run_1/m4.png
Cells faint in the background.
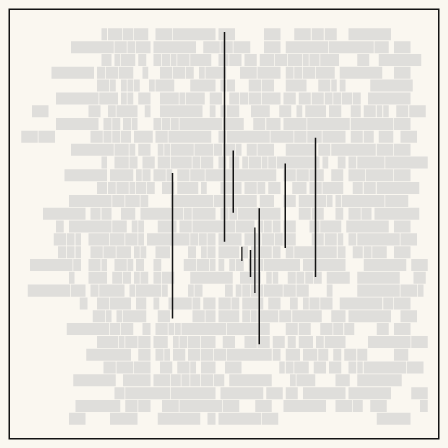
run_1/layers.png
Two of the layers only.
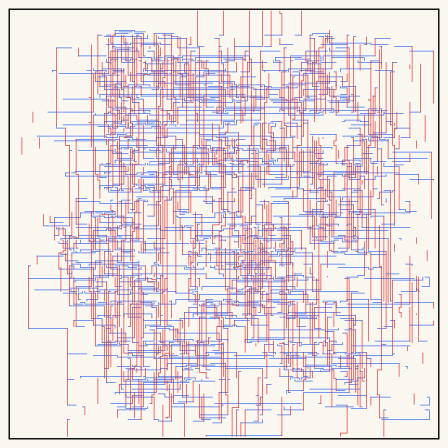
run_1/floorplan.png
The bar under the picture is 20 um long. Pins as bars on the die edge. Tap cells in grey.
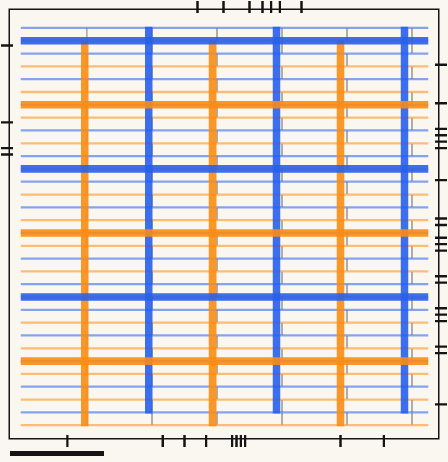
[src/rtl/pwm_dead_time_stage.sv]
// pwm_dead_time_stage: complementary high/low pad drive with programmable dead time
// and a latched fault that forces every channel to the both-off safe state.
module pwm_dead_time_stage #(
  parameter int OUTPUTS    = 4,
  parameter int DEAD_WIDTH = 8
) (
  input  logic                  clk,
  input  logic                  rst,
  input  logic [OUTPUTS-1:0]    pwm_in,
  input  logic [OUTPUTS-1:0]    pwm_en,
  input  logic [OUTPUTS-1:0]    complementaryEnable,
  input  logic [DEAD_WIDTH-1:0] deadTime,
  input  logic                  fault,
  input  logic                  faultClear,
  output logic [OUTPUTS-1:0]    pwm_high,
  output logic [OUTPUTS-1:0]    pwm_low,
  output logic [OUTPUTS-1:0]    pwm_high_en,
  output logic [OUTPUTS-1:0]    pwm_low_en,
  output logic                  fault_irq
);
  typedef enum logic [2:0] {OFF, LOW, DEAD_H, HIGH, DEAD_L} state_t;
  logic [OUTPUTS-1:0] pwm_q, en_q;
  logic               fault_latched;
  logic               dead_zero;
  assign dead_zero = deadTime == '0;
  assign fault_irq = fault_latched;
  always_ff @(posedge clk or negedge rst)
    if (!rst) begin
      pwm_q         <= '0;
      en_q          <= '0;
      pwm_high_en   <= '0;
      pwm_low_en    <= '0;
      fault_latched <= 1'b0;
    end else begin
      pwm_q         <= pwm_in;
      en_q          <= pwm_en;
      pwm_high_en   <= en_q;
      pwm_low_en    <= en_q & complementaryEnable;
      fault_latched <= fault | (fault_latched & ~faultClear);
    end
  for (genvar i = 0; i < OUTPUTS; i++) begin : g_ch
    state_t                state, nxt;
    logic [DEAD_WIDTH-1:0] cnt, nxt_cnt;
    logic                  hi, lo;
    always_comb begin
      nxt     = state;
      nxt_cnt = cnt;
      if (fault_latched || !en_q[i]) nxt = OFF;
      else if (!complementaryEnable[i]) nxt = pwm_q[i] ? HIGH : OFF;
      else
        case (state)
          OFF, LOW:
            if (!pwm_q[i]) nxt = LOW;
            else begin
              nxt     = dead_zero ? HIGH : DEAD_H;
              nxt_cnt = deadTime;
            end
          DEAD_H:
            if (!pwm_q[i]) nxt = LOW;
            else if (cnt == DEAD_WIDTH'(1)) nxt = HIGH;
            else nxt_cnt = cnt - 1'b1;
          HIGH:
            if (!pwm_q[i]) begin
              nxt     = dead_zero ? LOW : DEAD_L;
              nxt_cnt = deadTime;
            end
          DEAD_L:
            if (pwm_q[i]) nxt = HIGH;
            else if (cnt == DEAD_WIDTH'(1)) nxt = LOW;
            else nxt_cnt = cnt - 1'b1;
          default: nxt = OFF;
        endcase
    end
    // drives decode the next state so they change on the same edge as the state
    always_ff @(posedge clk or negedge rst)
      if (!rst) begin
        state <= OFF;
        cnt   <= '0;
        hi    <= 1'b0;
        lo    <= 1'b0;
      end else begin
        state <= nxt;
        cnt   <= nxt_cnt;
        hi    <= nxt == HIGH;
        lo    <= nxt == LOW;
      end
    assign pwm_high[i] = hi;
    assign pwm_low[i]  = lo;
  end
endmodule

[config.mk]
export PLATFORM = sky130hd
export DESIGN_NAME = pwm_dead_time_stage
export DESIGN_NICKNAME = d
export VERILOG_FILES = /design/src/rtl/pwm_dead_time_stage.sv
export SDC_FILE = /design/constraint.sdc
export NUM_CORES = 1
export LEC_CHECK = 0
export CAP_MARGIN = 20
export CORE_MARGIN = 2
export CORE_UTILIZATION = 50
export CTS_CLUSTER_SIZE = 25
export DETAILED_ROUTE_END_ITERATION = 16
export GPL_ROUTABILITY_DRIVEN = 1
export PLACE_DENSITY = 0.75
export SLEW_MARGIN = 10
export SYNTH_ARGS = -nofsm -noshare
export SYNTH_HDL_FRONTEND = slang
export SYNTH_SLANG_ARGS = --single-unit
[constraint.sdc]
create_clock -name clk -period 1.7 [get_ports clk]
set_input_delay 0.255 -clock clk [delete_from_list [all_inputs] [get_ports clk]]
set_output_delay 0.255 -clock clk [all_outputs]
set_load 0.02 [all_outputs]
==> run_results.csv, run 1 <==
group,metric,value,unit
synth,simple_gate_share,24.2,%
critical_path,critPathRequiredTime,1920,ps
critical_path,cp-startpoint,"g_ch[0].state[0]",
critical_path,crit_path_max_incr_delay,430,ps
synth,syn_nets,446,
floorplan,effective_utilization_at_floorplan,51.7,%
final_timing,setup_slack,-87.9,ps
clock_tree,tritoncts,"yes",
layout,register_area,0.00174,mm^2
flow_run,maxCapViolCount,0,
final_timing,fin_setup_tns,-401,ps
run_status,outcome,"finished, violations left",
layout,final_layout_top_logic_cell,"sky130_fd_sc_hd__buf_4",
floorplan,die_outline_width,90.8,um
run_status,violations_in_the_final_reports,"setup timing",
synth,edf_count,0,
layout,largest_register_ff_count,32,
synth,yosysMostFrequentCell,"sky130_fd_sc_hd__dfrtp_1",
final_timing,finalSetupViolCount,9,
layout,commonest_non_fill_non_tap_cells_in_the_layout,"sky130_fd_sc_hd__buf_4 (80), sky130_fd_sc_hd__dfrtp_1 (59), sky130_fd_sc_hd__nor2_1 (46)",
final_timing,slew_headroom,73.5,%
layout,comb_area_share,39.4,%
critical_path,critical_path.reg2reg.startpoint,"g_ch[0].state[0]",
clock_tree,root_buffer,"sky130_fd_sc_hd__clkbuf_8",
floorplan,tapcell.inserted,99,
routing,detail_route.drc_violations,0,
worst_hold_path,hold_path_startpoint,"pwm_in[2]",
critical_path,critical_path.n_buffers_inverters,2,
layout,layout.clock.cell_area_share,3.15,%
## Picture notes: m4.png
The longest straight run is 44.2 um. The wires run mostly vertical. 8 nets have wire on it. The layer carries 185 um of wire. The layer holds 1.8% of the routed length.

## Picture notes: layers.png
Key: blue = M1 [wire length 4540 um]; red = M2 [wire length 4890 um]
routed length per instance: 16.0 um
global-route total usage across every layer: 23.6%
total via count after detailed routing: 3630
total length of routed wires: 10100 um

## Picture notes: floorplan.png
Key: orange = VSS; blue = VDD
41 signal pins sit on the boundary. 32 met1 rails follow the rows. The core has 31 rows. 99 tap cells. 6 straps on met5.

## Run 2: what changed since run 1
- CTS_CLUSTER_DIAMETER: unset -> 80
==> run_results.csv, run 2 <==
group,metric,value,unit
layout,comb_area_share,39.4,%
floorplan,die_outline_width,90.8,um
final_timing,slew_headroom,73.5,%
critical_path,critical_path.reg2reg.startpoint,"g_ch[0].state[0]",
routing,detailroute.via_count,3630,
layout,final_layout_top_logic_cell,"sky130_fd_sc_hd__buf_4",
grt,globalRouteTotalUtil,23.6,%
critical_path,critical_path.n_buffers_inverters,2,
synth,syn_nets,446,
clock_tree,tritoncts,"yes",
synth,simple_gate_share,24.2,%
worst_hold_path,hold_path_startpoint,"pwm_in[2]",
floorplan,effective_utilization_at_floorplan,51.7,%
synth,edf_count,0,
final_timing,fin_setup_tns,-401,ps
layout,commonest_non_fill_non_tap_cells_in_the_layout,"sky130_fd_sc_hd__buf_4 (80), sky130_fd_sc_hd__dfrtp_1 (59), sky130_fd_sc_hd__nor2_1 (46)",
critical_path,critPathRequiredTime,1920,ps
clock_tree,root_buffer,"sky130_fd_sc_hd__clkbuf_8",
run_status,violations_in_the_final_reports,"setup timing",
layout,layout.clock.cell_area_share,3.15,%
routing,routed_wl,10100,um
synth,ys_cells,414,
layout,register_area,0.00174,mm^2
floorplan,tapcell.inserted,99,
synth,yosysMostFrequentCell,"sky130_fd_sc_hd__dfrtp_1",
layout,largest_register_ff_count,32,
run_status,outcome,"finished, violations left",
final_timing,setup_slack,-87.9,ps
final_timing,finalSetupViolCount,9,
run_2/m4.png
Cells faint in the background.
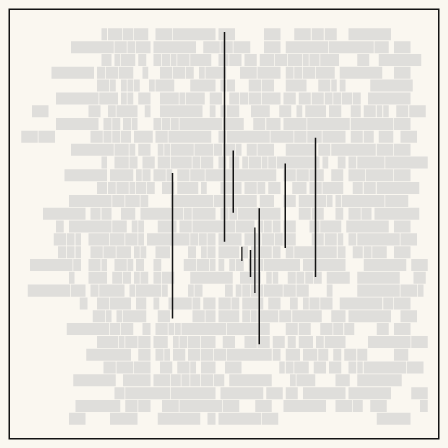
The layer carries 185 um of wire. The wires run mostly vertical.

run_2/congestion_map.png
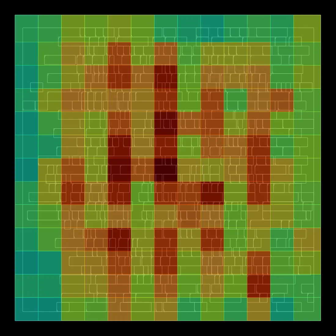
GR Util met1: 31.3%
met3 track demand over resource: 4.84%
busiest layer in global routing: met2
Layout Utilization: 71.8%
GR Util met2: 39.1%

